--- config.mk ---
export PLATFORM = sky130hd
export DESIGN_NAME = mmio_io_hub
export DESIGN_NICKNAME = d
export VERILOG_FILES = /design/src/rtl/mmio_io_hub.sv
export SDC_FILE = /design/constraint.sdc
export NUM_CORES = 1
export LEC_CHECK = 0
export CAP_MARGIN = 40
export CORE_MARGIN = 2
export CORE_UTILIZATION = 52
export DETAILED_ROUTE_END_ITERATION = 12
export GPL_TIMING_DRIVEN = 0
export PLACE_DENSITY = 0.83
export SLEW_MARGIN = 20
export SYNTH_ARGS = -nofsm -noshare
export SYNTH_HDL_FRONTEND = slang
export SYNTH_SLANG_ARGS = --single-unit
--- constraint.sdc ---
create_clock -name clock -period 3.3 [get_ports clock]
set_input_delay 0.33 -clock clock [delete_from_list [all_inputs] [get_ports clock]]
set_output_delay 0.33 -clock clock [all_outputs]
set_load 0.01 [all_outputs]
--- src/rtl/mmio_io_hub.sv ---
// Memory-mapped I/O hub for the CPU's top 1 KiB window.
// Provides debounced switch inputs, byte-writable LED outputs and a compare-match cycle timer.
`timescale 1ns/1ps

module mmio_io_hub #(
    parameter int N_SW       = 1,
    parameter int N_LED      = 1,
    parameter int CH_W       = 16,
    parameter int DEB_CYCLES = 4,
    parameter int TIMER_W    = 32
) (
    input  logic                    clock,
    input  logic                    rst,
    input  logic                    io_read,
    input  logic                    io_write,
    input  logic [31:0]             addr,
    input  logic [31:0]             wdata,
    input  logic [3:0]              wr_be,
    output logic [31:0]             rdata,
    output logic                    io_sel,
    input  logic [N_SW*CH_W-1:0]    sw_in,
    output logic [N_LED*CH_W-1:0]   led_out,
    output logic                    irq
);

    localparam int CNT_W = $clog2(DEB_CYCLES + 1);
    localparam logic [CNT_W-1:0] CNT_LAST = CNT_W'(DEB_CYCLES - 1);
    localparam logic [CNT_W-1:0] CNT_MAX  = '1;

    function automatic logic [CH_W-1:0] merge_ch(input logic [CH_W-1:0] old_val,
                                                 input logic [31:0] data,
                                                 input logic [3:0] be);
        logic [CH_W-1:0] res;
        for (int b = 0; b < CH_W; b++) begin
            res[b] = be[b/8] ? data[b] : old_val[b];
        end
        return res;
    endfunction

    function automatic logic [TIMER_W-1:0] merge_tmr(input logic [TIMER_W-1:0] old_val,
                                                     input logic [31:0] data,
                                                     input logic [3:0] be);
        logic [TIMER_W-1:0] res;
        for (int b = 0; b < TIMER_W; b++) begin
            res[b] = be[b/8] ? data[b] : old_val[b];
        end
        return res;
    endfunction

    logic [9:0]  offset;
    logic [5:0]  idx;
    logic        wr_en;
    logic        led_region;
    logic        sw_region;
    logic        tmr_region;
    logic        wr_ctrl;
    logic        wr_cmp;
    logic        wr_status;
    logic        unused_bits;

    assign offset     = addr[9:0];
    assign idx        = offset[7:2];
    assign io_sel     = (addr[31:10] == 22'h3FFFFF);
    assign wr_en      = io_write & io_sel;
    assign led_region = (offset[9:8] == 2'b00);
    assign sw_region  = (offset[9:8] == 2'b01);
    assign tmr_region = (offset[9:4] == 6'h20);
    assign wr_ctrl    = wr_en & tmr_region & (offset[3:2] == 2'd0);
    assign wr_cmp     = wr_en & tmr_region & (offset[3:2] == 2'd2);
    assign wr_status  = wr_en & tmr_region & (offset[3:2] == 2'd3);
    assign unused_bits = ^{addr[1:0], wdata};

    logic [CH_W-1:0] led_q [N_LED];

    always_ff @(posedge clock) begin
        if (rst) begin
            for (int i = 0; i < N_LED; i++) led_q[i] <= '0;
        end else if (wr_en && led_region) begin
            for (int i = 0; i < N_LED; i++) begin
                if (idx == 6'(i)) led_q[i] <= merge_ch(led_q[i], wdata, wr_be);
            end
        end
    end

    for (genvar g = 0; g < N_LED; g++) begin : g_led
        assign led_out[g*CH_W +: CH_W] = led_q[g];
    end

    logic [CH_W-1:0]  sw_s1  [N_SW];
    logic [CH_W-1:0]  sw_s2  [N_SW];
    logic [CH_W-1:0]  sw_deb [N_SW];
    logic [CNT_W-1:0] sw_cnt [N_SW];

    // Stability is judged on the word entering the last sync stage, so a change
    // held steady becomes readable exactly DEB_CYCLES cycles after it is synchronized.
    always_ff @(posedge clock) begin
        if (rst) begin
            for (int i = 0; i < N_SW; i++) begin
                sw_s1[i]  <= '0;
                sw_s2[i]  <= '0;
                sw_deb[i] <= '0;
                sw_cnt[i] <= '0;
            end
        end else begin
            for (int i = 0; i < N_SW; i++) begin
                sw_s1[i] <= sw_in[i*CH_W +: CH_W];
                sw_s2[i] <= sw_s1[i];
                if (sw_s1[i] != sw_s2[i]) begin
                    sw_cnt[i] <= '0;
                end else if ((sw_s2[i] != sw_deb[i]) && (sw_cnt[i] == CNT_LAST)) begin
                    sw_deb[i] <= sw_s2[i];
                    sw_cnt[i] <= '0;
                end else if (sw_cnt[i] != CNT_MAX) begin
                    sw_cnt[i] <= sw_cnt[i] + CNT_W'(1);
                end
            end
        end
    end

    logic [1:0]         ctrl;
    logic [TIMER_W-1:0] count;
    logic [TIMER_W-1:0] cmp;
    logic               status;

    // Later assignments win: count clear beats increment, match set beats W1C.
    always_ff @(posedge clock) begin
        if (rst) begin
            ctrl   <= '0;
            count  <= '0;
            cmp    <= '0;
            status <= 1'b0;
        end else begin
            if (ctrl[0]) count <= count + TIMER_W'(1);
            if (wr_ctrl && wr_be[0] && wdata[2]) count <= '0;
            if (wr_ctrl && wr_be[0]) ctrl <= wdata[1:0];
            if (wr_cmp) cmp <= merge_tmr(cmp, wdata, wr_be);
            if (wr_status && wr_be[0] && wdata[0]) status <= 1'b0;
            if (ctrl[0] && (count == cmp)) status <= 1'b1;
        end
    end

    assign irq = status & ctrl[1];

    always_comb begin
        rdata = '0;
        if (io_read && io_sel) begin
            if (led_region) begin
                for (int i = 0; i < N_LED; i++) begin
                    if (idx == 6'(i)) rdata = 32'(led_q[i]);
                end
            end else if (sw_region) begin
                for (int i = 0; i < N_SW; i++) begin
                    if (idx == 6'(i)) rdata = 32'(sw_deb[i]);
                end
            end else if (tmr_region) begin
                case (offset[3:2])
                    2'd0:    rdata = {30'b0, ctrl};
                    2'd1:    rdata = 32'(count);
                    2'd2:    rdata = 32'(cmp);
                    default: rdata = {31'b0, status};
                endcase
            end
        end
    end

endmodule

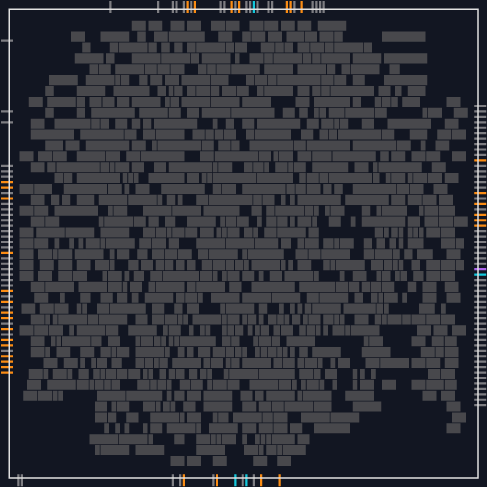
**Above:** run 1 (ports around the boundary).
Scale: 4 px per µm. Pins as bars across the die edge, other pins in grey.
[rdata] orange | pins: 32 | direction: output | edge: 15 left, 7 top, 6 right, 4 bottom
[wr_be] cyan | pins: 4 | direction: input | edge: 2 bottom, 1 right, 1 top
[io_write] purple | pins: 1 | direction: input | edge: right
all pins by edge: 56 right, 42 left, 27 top, 13 bottom

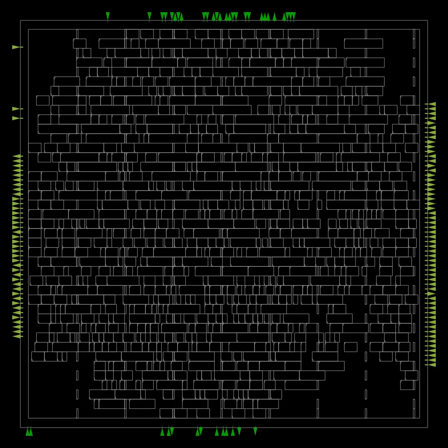
**Above:** run 1 (placement view).
FILL cells: 969
Core Rows: 41
Finished Core Util: 70.29%

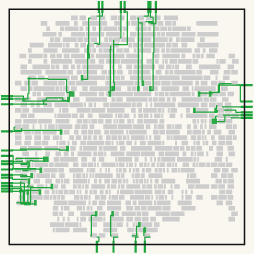
**Above:** run 1 (port wiring).
Scale: 2 px per µm.
[rdata] green | bits: 32 | direction: output | edge: 15 left, 7 top, 6 right, 4 bottom | end cells: 32 | buffers: 32 | wire: 866 µm

==> impl_metrics.yaml, run 1 <==
# synthesis and place-and-route metrics
critical_path:
  cpMaxStageDelayCell: "or4_4"
  rrSetupSlack_ns: 0.50
  crit_path_max_incr_delay_ns: 0.57
  crit_path_cell_trace: "clkdlybuf4s50_1 > or4_4 > or4_4 > buf_4 > o22a_1 > nor2_1 > clkdlybuf4s50_1"
  worstSetupPathType: "in2out"
  cp.required_ns: 2.97
  path_max_fanout: 10
  startpoint_type: "primary input"
  cp.arrival_ns: 2.88
layout:
  n_antenna_cell: 0
  area_share_nonclk_buffers_pct: 17.49
  seq_cells: 134
  comb_area_share_pct: 38.68
  final-clk-cell-share_pct: 6.527
  final_nets: 928
  seq_share_pct: 34.47
  logic_area_mm2: 0.003403
  dominant_cells: "logic gates"
  nClkBuffers: 19
  n_all_inverters: 9
  register_area_mm2: 0.003033
final_timing:
  hold_slack_ns: 0.4478
  fmax_mhz: 311.3
  finalClockSkew_ns: 0.006143
  rsz0062_at_grt: "false"
  finalSetupViolations: 0
  finalHoldViolations: 0
  period_used_pct: 97.33
yosys:
  synth_dominant_cell_count: "nor2_1"
  fp_nets: 775
  synth_chip_area_mm2: 0.006619
  syn_area_mm2: 0.006619
  synth_flops: 134
  async_flop_share_pct: 0
  ys_types: 42
  synth_top_flop_cell: "dfxtp_1"
  synth_warnings: 0
  top_area_cell: "dfxtp_1"
  syn_avg_cell_area_um2: 9.691
  ys_seq_share_pct: 45.82
routing:
  drt-total-wl_um: 19420
  antenna_left: 0
  drtPass1Iterations: 5
  wire_per_inst_um: 19.02
  route.detailed.drc: 0
clock_network:
  cts.clk_slew.worst_paths_ns: 0.06
  clock_latency_ns: 0.43
  cts_tree: "yes"
  cts_hold_buf: 0
  clkSinkCount: 134
floorplanning:
  num_tap_cells: 172
  core_mm2: 0.01252
  ios: 138
  fp-utilization_pct: 52.88
placement:
  io_buffer_count: 133
  place_ws_ns: -0.3021
global_routing:
  grt_max_degree: 17
  antenna_found_initial: 0
  gr-usage-all-layers_pct: 28.69
outcome:
  status: "finished clean"
min_path:
  worstHoldStart: "sw_in[4]"
  min_to: "sw_s1[0][4]"
  hold_depth: 2
power:
  power.total_mw: 3.879
[run 1: worst max-delay path: cells and delay by family]
family | cells | cell delay, ns
compound gates | 1 | 0.17
simple gates | 3 | 1.21
buf+inv | 3 | 1.17
[run 1: per-stage QoR]
stage | instance area (µm²) | TNS [ns]
after floorplan | 6619 | 0
after global placement | 8165 | -3.677
after detailed placement | 8178 | -5.208
after CTS | 8768 | 0
after global routing | 8798 | 0
final | 8798 | 0
[run 1: sequential cells by signal, indices dropped and copies added (netlist names)]
name	cells
cmp	32
count	32
led_q	16
sw_deb	16
sw_s1	16
sw_s2	16
sw_cnt	3
ctrl	2
status	1
[run 1: routing by layer]
layer  global-route usage (%)  routed length, µm
met1                    38.50               8159
met2                    43.78               8689
met3                    9.063               2020
met4                    10.59                546
met5                        0                  0
[run 1: layout by cell type, fill, tap and decap left out, types with 8 or more instances in the layout]
cell type,Yosys,routed
and3_1,18,18
nor4_1,16,16
nor2b_1,35,35
xor2_1,43,43
and2_1,20,19
o22a_1,14,14
clkdlybuf4s50_1,0,128
nor3_1,8,8
nor2_1,106,105
clkbuf_16,0,17
inv_1,8,8
nand4_1,27,27
clkbuf_1,42,35
nand3_1,16,15
a22oi_1,30,30
nand2_1,19,19
xnor2_1,51,51
mux2i_1,52,52
dfxtp_1,99,99
edfxtp_1,35,35
[run 1: kinds of logic (layout without fill, tap and decap cells)]
logic type	after synthesis	in the layout	share of synthesized area (%)
buf+inv	53	219	3.119
mux	53	53	8.204
fa+ha+maj	4	4	0.7562
flops	134	134	45.82
compound gates	56	56	6.333
xor+xnor	94	94	12.44
simple gates	289	289	23.33
[run 1: where the power goes]
group	switching [mW]	leakage (nW)	internal (mW)
logic	0.125	1.77	0.155
clock network	0.722	0.276	1.13
registers	0.0304	1.15	1.72
**Run 1: signal wires by layer**

Scale: 2 px per µm. Only two layers are drawn.
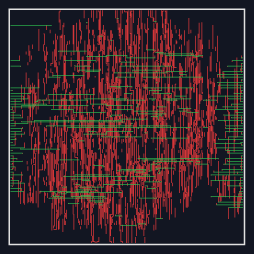

## Run 2: what changed since run 1
- CAP_MARGIN: 40 -> unset
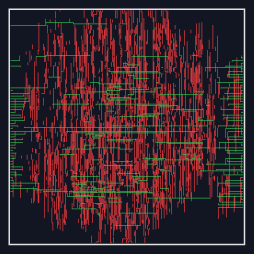
**Above:** run 2 (signal wires by layer).
Scale: 2 px per µm. Only two layers are drawn.
[M2] red | wire length: 8,870 µm
[M3] green | wire length: 1,930 µm

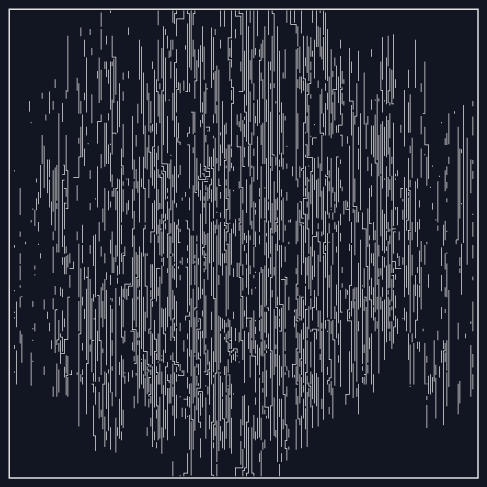
**Above:** run 2 (met2 routing).
Scale: 4 px per µm.
longest straight run: 41.5 µm
wire length on this layer: 8,870 µm

==> impl_metrics.yaml, run 2 <==
# synthesis and place-and-route metrics
final_timing:
  hold_slack_ns: 0.4610
  period_used_pct: 98.44
  tns_ns: 0
  fmax_mhz: 307.8
  rsz0062_at_grt: "false"
  finalClockSkew_ns: 0.007637
placement:
  place_area_mm2: 0.008169
  io_buffer_count: 133
  place_ws_ns: -0.2830
layout:
  fillers: 945
  final-clk-cell-share_pct: 6.850
  n_antenna_cell: 0
  logic_area_mm2: 0.003403
  nClkBuffers: 18
  n_all_inverters: 9
  comb_area_share_pct: 38.65
  area_share_nonclk_buffers_pct: 17.22
  dominant_cells: "logic gates"
  lay_top_count: "clkdlybuf4s50_1"
  top_regs: "cmp x32, count x32"
  seq_share_pct: 34.45
clock_network:
  cts_tree: "yes"
  clkSinkCount: 134
  cts_hold_buf: 0
yosys:
  fp_nets: 775
  synthMuxAreaShare_pct: 8.204
  synth_dominant_cell_count: "nor2_1"
  ys_seq_share_pct: 45.82
  synth_chip_area_mm2: 0.006619
  syn_area_mm2: 0.006619
  fa_ha_area_share_pct: 0.7561
  xor_area_share_pct: 12.44
  synth_warnings: 0
  synth_top_flop_cell: "dfxtp_1"
power:
  power.total_mw: 3.952
routing:
  route.detailed.drc: 0
  drtPass1Iterations: 6
  wl_met2_um: 8873
  drt-total-wl_um: 19220
critical_path:
  rrSetupSlack_ns: 0.52
  worstSetupPathType: "in2out"
  startpoint_type: "primary input"
  path_max_fanout: 10
  cp.required_ns: 2.97
  cp.arrival_ns: 2.92
floorplanning:
  fp-utilization_pct: 52.88
  num_tap_cells: 172
  num_rows: 41
global_routing:
  antenna_found_initial: 0
  use_met1_pct: 39.60
  grt_max_degree: 17
min_path:
  hold_depth: 2
  min_to: "sw_s1[0][4]"
outcome:
  status: "finished clean"
-- run 2: cell count changes in the layout (fill, tap and decap cells not counted) --
cell             change
dlymetal6s2s_1       -1
buf_1                -1
clkbuf_8             -1
buf_6                -1
clkinv_2             +1
bufinv_16            +1
clkinv_4             +2
clkinvlp_4           -1
buf_2                -1
inv_6                +1
clkinv_1             -3
clkdlybuf4s50_1      +1
-- run 2: report_power, final --
| group | leakage (nW) | total, mW | internal (mW) | switching, mW |
|---|---|---|---|---|
| clock | 0.295 | 1.92 | 1.19 | 0.728 |
| sequential | 1.15 | 1.75 | 1.72 | 0.0301 |
| combinational | 1.74 | 0.279 | 0.154 | 0.125 |
| total | 3.19 | 3.95 | 3.07 | 0.883 |
-- run 2: cell families after synthesis --
group | after synthesis
fa+ha+maj | 4
flops | 134
mux | 53
xor+xnor | 94
simple gates | 289
buf+inv | 53
compound gates | 56
-- run 2: worst max-delay path by stage --
| stage | startpoint | end | slack, ns | depth (start not counted) |
|---|---|---|---|---|
| finish | addr[4] | rdata[11] | 0.05 | 7 |
| global route | addr[4] | rdata[5] | 0.002 | 7 |
| CTS | addr[4] | rdata[12] | 0.02 | 7 |
| detailed placement | addr[10] | rdata[28] | -0.28 | 9 |
| global placement | addr[15] | rdata[28] | -0.21 | 9 |
| floorplan | addr[5] | led_q[0][0] | 0.77 | 6 |
-- run 2: critical path: stages --
cell,delay [ns]
clkdlybuf4s50_1,0.42
or4_4,0.56
or4_4,0.51
buf_4,0.21
o22a_1,0.16
nor2_1,0.13
clkdlybuf4s50_1,0.58
-- run 2: what timing repair did --
item	4_1_cts	5_1_grt
setup endpoints to repair	27	18
cloned	0	0
gates resized	8	13
Power and IR drop assume default switching activity.
